### src/rtl/countdown_timer.sv
// Loadable down-counter timer with run/pause/expire control, advanced by an external
// tick strobe. State updates on the falling edge of NEclk; the reset is asynchronous.
//
// state   | meaning
// IDLE    | loaded or reset, not counting
// RUN     | decrementing once per Tick
// PAUSED  | counting suspended, count held
// EXPIRED | reached zero without reload, count held at 0
module countdown_timer #(
    parameter int BITS        = 4,
    parameter bit AUTO_RELOAD = 1'b0
) (
    input  logic            NEclk,
    input  logic            Nreset,
    input  logic            Load,
    input  logic [BITS-1:0] Preset,
    input  logic            Start,
    input  logic            Stop,
    input  logic            Tick,
    output logic [BITS-1:0] count,
    output logic            Running,
    output logic            Expired,
    output logic            Done
);

    typedef enum logic [1:0] {
        IDLE    = 2'd0,
        RUN     = 2'd1,
        PAUSED  = 2'd2,
        EXPIRED = 2'd3
    } state_t;

    localparam logic [BITS-1:0] ONE = {{(BITS-1){1'b0}}, 1'b1};

    state_t          state, state_nx;
    logic [BITS-1:0] count_nx;
    logic            done_nx;
    logic            preset_zero;

    assign preset_zero = (Preset == '0);

    always_ff @(negedge NEclk or negedge Nreset) begin
        if (!Nreset) begin
            state <= IDLE;
            count <= '0;
            Done  <= 1'b0;
        end else begin
            state <= state_nx;
            count <= count_nx;
            Done  <= done_nx;
        end
    end

    always_comb begin
        state_nx = state;
        count_nx = count;
        done_nx  = 1'b0;
        unique case (state)
            IDLE: begin
                if (Load) begin
                    count_nx = Preset;
                end else if (Start && count != '0) begin
                    state_nx = RUN;
                end
            end
            RUN: begin
                if (Load) begin
                    count_nx = Preset;
                    if (preset_zero) state_nx = IDLE;
                end else if (Stop) begin
                    state_nx = PAUSED;
                end else if (Tick) begin
                    if (count > ONE) begin
                        count_nx = count - ONE;
                    end else if (count == ONE) begin
                        done_nx = 1'b1;
                        if (AUTO_RELOAD && !preset_zero) begin
                            count_nx = Preset;
                        end else begin
                            count_nx = '0;
                            state_nx = EXPIRED;
                        end
                    end
                end
            end
            PAUSED: begin
                if (Load) begin
                    count_nx = Preset;
                    state_nx = IDLE;
                end else if (Start) begin
                    state_nx = RUN;
                end
            end
            EXPIRED: begin
                // Start restarts from Preset; a zero Preset leaves nothing to count
                if (Load) begin
                    count_nx = Preset;
                    state_nx = IDLE;
                end else if (Start) begin
                    count_nx = Preset;
                    if (!preset_zero) state_nx = RUN;
                end
            end
            default: begin
                state_nx = IDLE;
                count_nx = '0;
            end
        endcase
    end

    assign Running = (state == RUN);
    assign Expired = (state == EXPIRED);

endmodule

### config.mk
export PLATFORM = sky130hd
export DESIGN_NAME = countdown_timer
export DESIGN_NICKNAME = d
export VERILOG_FILES = /design/src/rtl/countdown_timer.sv
export SDC_FILE = /design/constraint.sdc
export NUM_CORES = 1
export LEC_CHECK = 0
export ABC_CLOCK_PERIOD_IN_PS = 4800
export CORE_AREA = 2 2 39 41
export CTS_BUF_LIST = sky130_fd_sc_hd__clkbuf_8
export DETAILED_ROUTE_END_ITERATION = 12
export DIE_AREA = 0 0 41 43
export GPL_TIMING_DRIVEN = 0
export MAX_ROUTING_LAYER = met4
export PLACE_DENSITY = 0.68
export SYNTH_ARGS = -nofsm -noshare
export SYNTH_HDL_FRONTEND = slang
export SYNTH_SLANG_ARGS = --single-unit
### constraint.sdc
create_clock -name NEclk -period 4.8 [get_ports NEclk]
set_clock_uncertainty 0.1 [all_clocks]
set_input_delay 0.96 -clock NEclk [delete_from_list [all_inputs] [get_ports NEclk]]
set_output_delay 0.96 -clock NEclk [all_outputs]
set_load 0.1 [all_outputs]
==> run_1/route_heat.png <==
(8 px per micron) The die is cut into 8 by 9 equal tiles; dark blue is low, red is high, scaled to the fullest tile. Values are wire area over tile area, all layers added.
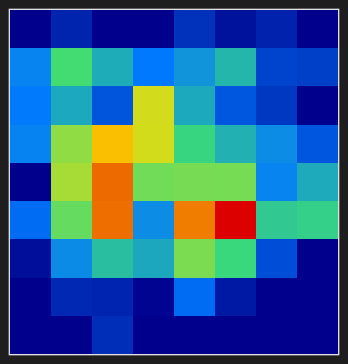
25% of the tiles are nearly empty. The emptiest ninth of the die: lower right. 21% of the tiles are over half the peak.

==> run_1/m3.png <==
(12 px per micron)
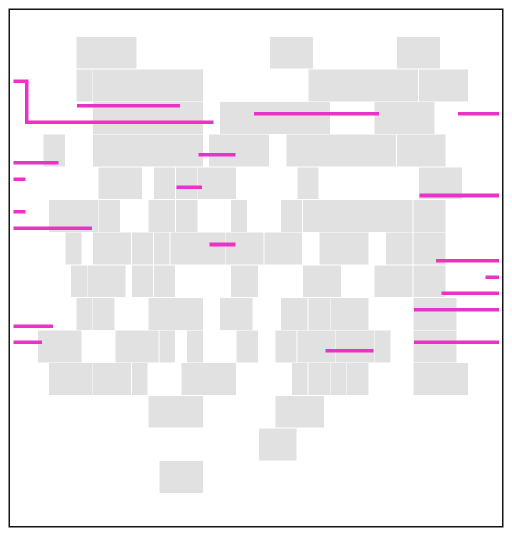
The layer holds 8.3% of the routed length. 18 nets have wire on it. The wires run mostly horizontal.

==> run_1/pinout.png <==
(12 px per micron) Pins as bars across the die edge, other pins in gray.
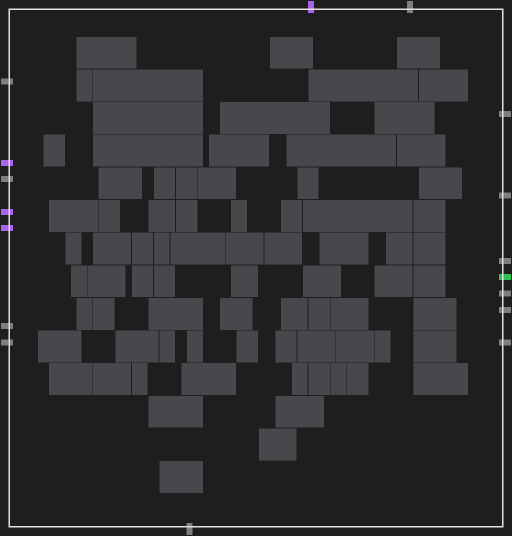
Start: marked green, pins 1, direction input, edge right. count: marked purple, pins 4, direction output, edge 3 left, 1 top.

==> run_1/m2.png <==
(12 px per micron)
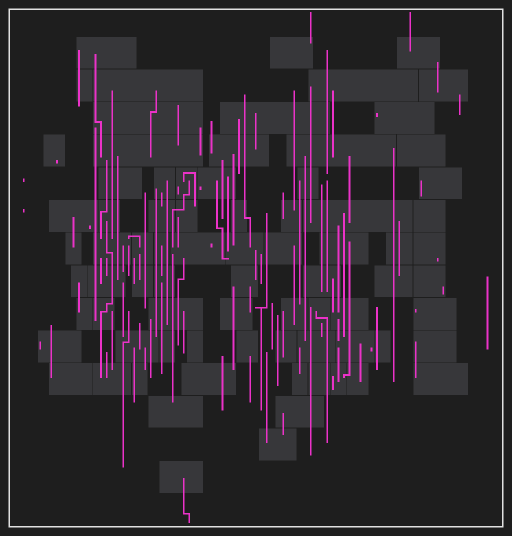
The wires run mostly vertical. 76 nets have wire on it. The longest straight run is 19.4 microns. The layer holds 47% of the routed length.

==> impl_metrics.yaml, run 1 <==
# flow metrics
clock_tree:
  insertion_delay_ns: 0.25
  post-cts-setup-buffer-count: 0
  cts-resized-gates: 26
  clkTransAtPathRegs_ns: 0.03
  htreeDepth: 1
  cts_tree: "built"
  cts_hold_buffers: 0
  cts.sinks: 7
  cts_root_buf: "clkbuf_8"
placement:
  dp_hpwl_microns: 872
  dp_slack_ns: -0.419
  gp_congestion: 0.709
  place_area_sq_um: 696
  dp.cells: 90
hold_path:
  min-delay-start: "count[3]"
  hold-path-cell-count: 1
  min_to: "count[3]"
pwr:
  p_per_area_nw_per_um2: 547
  max-vdd-ir-drop_mv: 0.374
  swShare_pct: 51.0
  power_mw: 0.406
  p_seq_mw: 0.0913
  power_leader: "combinational logic"
  p_leak_nw: 0.340
  p_int_mw: 0.199
  p_comb_mw: 0.236
  power.share.combinational_pct: 58.1
  power_frac_seq_pct: 22.5
floorplanning:
  dieArea_sq_um: 1760
  fp_util_pct: 37.1
  core_sq_um: 1380
  rows: 14
  io_pins: 17
  die_w_microns: 41
cells_and_area:
  buffer_area_share_pct: 24.3
  lay_top_count: "clkdlybuf4s50_1"
  comb_area_sq_um: 305
  n_clock_buffer: 3
  final_cell_mix: "clkdlybuf4s50_1 (8), dfrtn_1 (7), inv_1 (5), nand2_1 (5), a21oi_1 (5)"
  seq_share_pct: 23.6
  num-nonclk-inverters: 4
  insertedDiodeCount: 0
  drive_gt1_share_pct: 24.4
  flops: 7
  sh_comb_area_pct: 41.2
  syn_to_final_growth_pct: 44.4
  largest_class: "logic gates"
  buffers: 19
  largest_register_ffs: 4
  design_area_sq_um: 741
  layout.nets: 92
global_routing:
  grt_use_met2_pct: 25.3
  grt_util_met3_pct: 9.42
  busiest_layer: "met2"
  grt-ovfl-total: 0
  first_global_vias: 494
  grt_pass1_wl_mm: 1.95
  antenna_found_initial: 0
  grtUsageMet1_pct: 20.1
  grt_max_degree: 11
  track_usage_pct: 17.2
critical_path:
  r2r_start: "count[0]"
  critPathTopFamily: "buffers and inverters"
  cp-startpoint: "count[3]"
  critPathArrivalTime_ns: 3.71
  r2r_cells: 6
  cp.depth: 1
  path_class: "reg -> out"
  worstSetupEndpointType: "output pin"
  critPathMaxStageDelay_ns: 0.57
  worst-path-buf-inv: 1
synthesis:
  ys_sh_simple_pct: 22.4
  fa_ha_area_share_pct: 7.32
  ys.flops: 7
  syn_area_per_cell_sq_um: 8.84
  floorplan.nets: 71
  ys_warn_count: 0
  yosys-top-cells-count: "dfrtn_1 (7), a21oi_1 (5), nand2_1 (5)"
  topCellsByArea: "dfrtn_1 (34%), ha_1 (7.3%), a21oi_1 (4.9%)"
  ys_seq_share_pct: 34.1
  ys_types: 31
  top_cell_area_share_pct: 34.1
  top_logic_kind: "AND-OR/OR-AND gates"
  yosysMostFrequentCell: "dfrtn_1"
  ys.flop_type: "dfrtn_1"
  async_reset_ff_share_pct: 100
  top_area_cell: "dfrtn_1"
detailed_routing:
  wl_per_cell_microns: 12.4
  highest_layer: "met3"
  ant_nets: 0
  via_per_inst: 5.36
  routed_wl_mm: 1.17
  drt_iter0_drc: 8
  drc: 0
final_timing:
  setup_tns_ns: 0
  whs_ns: 0.467
  finalHoldViolations: 0
  finalSetupViolCount: 0
  fin_ws_ns: 0.0323
  rsz0062_at_grt: "no"
  slew_headroom_pct: 64.0
run:
  warnings: 28
  max_cap_violations: 0
run_status:
  status: "complete, no violations"
==> inputs of run 2 (changes only) <==
ABC_AREA = 1   (was default)
PLACE_DENSITY = 0.77   (was 0.68)
==> run_2/pinout.png <==
(12 px per micron) Pins as bars across the die edge, other pins in gray.
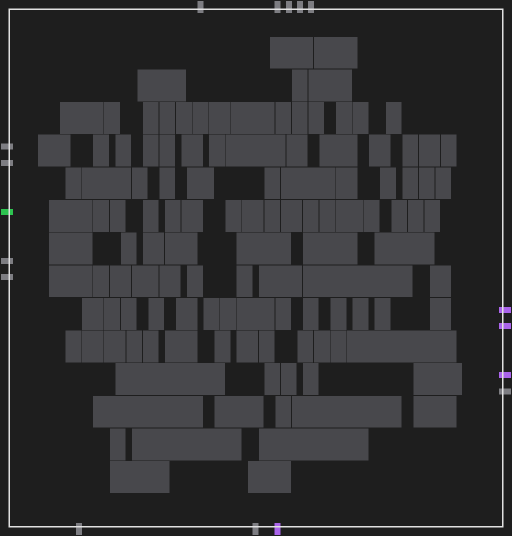
Start: marked green, pins 1, direction input, edge left. count: marked purple, pins 4, direction output, edge 3 right, 1 bottom.
All pins by edge: 5 left, 5 top, 4 right, 3 bottom.

==> run 2 against run 1 <==
Compared with the run above:
- clock-buffer cell count unchanged
- largest power group unchanged
- setup slack improved by 0.0099 ns
- die size unchanged
- critical endpoint is now count[0]
- critical path depth unchanged
==> impl_metrics.yaml, run 2 <==
# flow metrics
synthesis:
  ys.flops: 7
  ys_seq_share_pct: 28.3
  topCellsByArea: "dfrtn_1 (28%), nand2_1 (23%), nand3_1 (8.9%)"
  syn_area_per_cell_sq_um: 6.12
  fa_ha_area_share_pct: 6.07
  yosys-top-cells-count: "nand2_1 (38), inv_1 (14), nor2_1 (12)"
  floorplan.nets: 114
  top_logic_kind: "simple AND/OR/NAND/NOR gates"
  top_area_cell: "dfrtn_1"
  ys_sh_simple_pct: 47.4
  async_reset_ff_share_pct: 100
critical_path:
  path_class: "reg -> out"
  worstSetupEndpointType: "output pin"
  critPathMaxStageDelay_ns: 0.57
  cp-startpoint: "count[0]"
  cp.depth: 1
  r2r_start: "count[0]"
clock_tree:
  cts_hold_buffers: 0
  cts_tree: "built"
  htreeDepth: 1
  cts-resized-gates: 30
  cts_root_buf: "clkbuf_8"
  insertion_delay_ns: 0.25
pwr:
  power_frac_seq_pct: 20.0
  power_mw: 0.643
  power.share.combinational_pct: 67.4
  swShare_pct: 60.7
  p_seq_mw: 0.128
  max-vdd-ir-drop_mv: 0.340
  power_leader: "combinational logic"
  p_per_area_nw_per_um2: 774
  p_leak_nw: 0.463
  p_comb_mw: 0.433
  p_int_mw: 0.253
floorplanning:
  core_sq_um: 1380
  die_w_microns: 41
  fp_util_pct: 44.7
  io_pins: 17
cells_and_area:
  syn_to_final_growth_pct: 34.4
  design_area_sq_um: 831
  sh_comb_area_pct: 46.5
  seq_share_pct: 21.1
  lay_top_count: "nand2_1"
  n_clock_buffer: 3
  largest_register_ffs: 4
  buffer_area_share_pct: 17.8
  final_cell_mix: "nand2_1 (38), inv_1 (15), nor2_1 (12)"
  comb_area_sq_um: 387
  num-nonclk-inverters: 15
  layout.nets: 135
detailed_routing:
  drt_iter0_drc: 23
  highest_layer: "met4"
  wl_per_cell_microns: 10.4
  ant_nets: 0
global_routing:
  grt_max_degree: 8
  track_usage_pct: 19.1
  first_global_vias: 495
  grt_util_met3_pct: 7.85
  grt_use_met2_pct: 25.3
  busiest_layer: "met2"
hold_path:
  min-delay-start: "count[1]"
  min_to: "count[1]"
placement:
  place_area_sq_um: 798
  dp.cells: 133
  dp_hpwl_mm: 1.13
final_timing:
  whs_ns: 0.399
  finalHoldViolations: 0
  finalSetupViolCount: 0
  slew_headroom_pct: 64.0
  fin_ws_ns: 0.0423
run:
  warnings: 28
run_status:
  status: "complete, no violations"
==> inputs of run 3 (changes only) <==
CAP_MARGIN = 10   (was default)
==> run_3/m3.png <==
(12 px per micron)
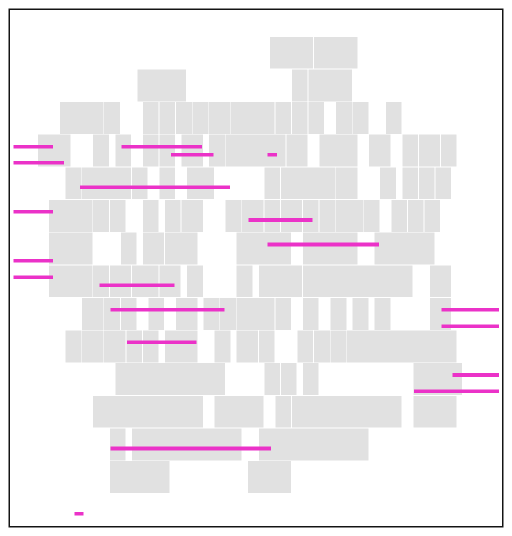
The layer holds 7.4% of the routed length. The wires run mostly horizontal.

==> run 3 against run 2 <==
Compared with the run above:
- sequential power about the same
- utilization unchanged
- largest cell class unchanged
- clock power about the same
- via count unchanged
- first-iteration DRC count unchanged
- area after synthesis unchanged
- setup slack unchanged
- critical endpoint unchanged
- final cell count unchanged
- register-to-register slack about the same
==> impl_metrics.yaml, run 3 <==
# flow metrics
synthesis:
  syn_inst: 101
  floorplan.nets: 114
  yosys_area_sq_um: 618
  syn_area_per_cell_sq_um: 6.12
  async_reset_ff_share_pct: 100
  mux_share_pct: 0
  top_cell_area_share_pct: 28.3
  yosys-top-cells-count: "nand2_1 (38), inv_1 (14), nor2_1 (12)"
  ys.flops: 7
  top_logic_kind: "simple AND/OR/NAND/NOR gates"
  top_area_cell: "dfrtn_1"
  ys_seq_share_pct: 28.3
  ys_types: 18
  fa_ha_area_share_pct: 6.07
  ys.flop_type: "dfrtn_1"
  topCellsByArea: "dfrtn_1 (28%), nand2_1 (23%), nand3_1 (8.9%)"
  yosysMostFrequentCell: "nand2_1"
  ys_warn_count: 0
  synth-edff-count: 0
  ys_sh_simple_pct: 47.4
  ys_cells: 101
  xor_share_pct: 1.42
pwr:
  power_mw: 0.643
  p_int_mw: 0.253
  power_frac_clock_pct: 12.6
  max-vdd-ir-drop_mv: 0.340
  power_frac_seq_pct: 20.0
  swShare_pct: 60.7
  power_leader: "combinational logic"
  p_comb_mw: 0.433
  p_seq_mw: 0.128
  p_leak_nw: 0.463
  p_per_area_nw_per_um2: 774
  power.share.combinational_pct: 67.4
  pg_clk_mw: 0.0812
clock_tree:
  cts.sinks: 7
  post-cts-setup-buffer-count: 0
  cts_hold_buffers: 0
  cts-resized-gates: 30
  cts_tree: "built"
  insertion_delay_ns: 0.25
  htreeDepth: 1
  clkTransAtPathRegs_ns: 0.03
  cts_root_buf: "clkbuf_8"
  cts-buffers-inserted: 3
run:
  warnings: 28
  max_cap_violations: 0
critical_path:
  critPathRequiredTime_ns: 3.74
  critPathMaxStageDelay_ns: 0.57
  r2r_start: "count[0]"
  r2r_cells: 8
  cp.depth: 1
  worst-path-buf-inv: 1
  critPathMaxFanout: 5
  r2r_setup_slack_ns: 3.19
  critPathArrivalTime_ns: 3.70
  critPathTopFamily: "buffers and inverters"
  cp-startpoint: "count[0]"
  path_class: "reg -> out"
  worstSetupEndpointType: "output pin"
final_timing:
  slew_headroom_pct: 64.0
  fin_ws_ns: 0.0423
  whs_ns: 0.399
  finalHoldViolations: 0
  setup_tns_ns: 0
  rsz0062_at_grt: "no"
  finalSetupViolCount: 0
detailed_routing:
  via_per_inst: 5.07
  drt_pass1_iterations: 4
  dr_total_vias: 695
  ant_nets: 0
  highest_layer: "met4"
  wl_per_cell_microns: 10.4
  routed_wl_mm: 1.42
  met1_length_microns: 576
  drt_iter0_drc: 23
  drc: 0
cells_and_area:
  final_cell_mix: "nand2_1 (38), inv_1 (15), nor2_1 (12)"
  layout.nets: 135
  design_area_sq_um: 831
  insertedDiodeCount: 0
  comb_area_sq_um: 387
  seq_share_pct: 21.1
  clock_area_share_pct: 5.42
  drive_gt1_share_pct: 14.0
  buffer_area_share_pct: 17.8
  largest_register_ffs: 4
  buffers: 16
  lay_top_count: "nand2_1"
  sh_comb_area_pct: 46.5
  n_clock_buffer: 3
  syn_to_final_growth_pct: 34.4
  final_core_util_pct: 60.0
  num-nonclk-inverters: 15
  largest_class: "logic gates"
  flops: 7
  largest_register: "count"
  logic_gates: 79
  fin_cells: 137
global_routing:
  grt-ovfl-total: 0
  grt_pass1_wl_mm: 2.03
  track_usage_pct: 19.1
  busiest_layer: "met2"
  first_global_vias: 495
  grt_use_met2_pct: 25.3
  grt_util_met3_pct: 7.85
  antenna_found_initial: 0
  grtUsageMet1_pct: 21.1
  grt_max_degree: 8
floorplanning:
  io_pins: 17
  dieArea_sq_um: 1760
  die_w_microns: 41
  rows: 14
  core_sq_um: 1380
  die_y_microns: 43
  fp_util_pct: 44.7
run_status:
  status: "complete, no violations"
hold_path:
  min_to: "count[1]"
  hold_path_class: "reg -> reg"
  min-delay-start: "count[1]"
  hold-path-cell-count: 2
placement:
  dp.cells: 133
  gp_congestion: 0.831
  place_area_sq_um: 798
  dp_slack_ns: -0.510
  port_buffers: 16
  dp_hpwl_mm: 1.13

==> gallery <==
Routing congestion.
shot_01.png
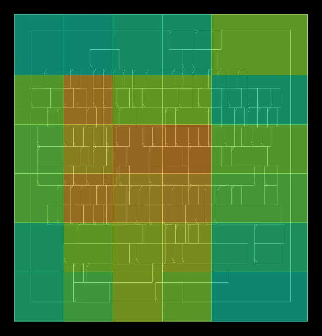
shot_02.png
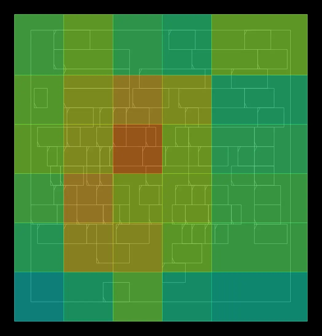
shot_01.png -> run 3
shot_02.png -> run 1
Of these, most wire per cell: shot_02.png

Power and IR drop assume default switching activity.
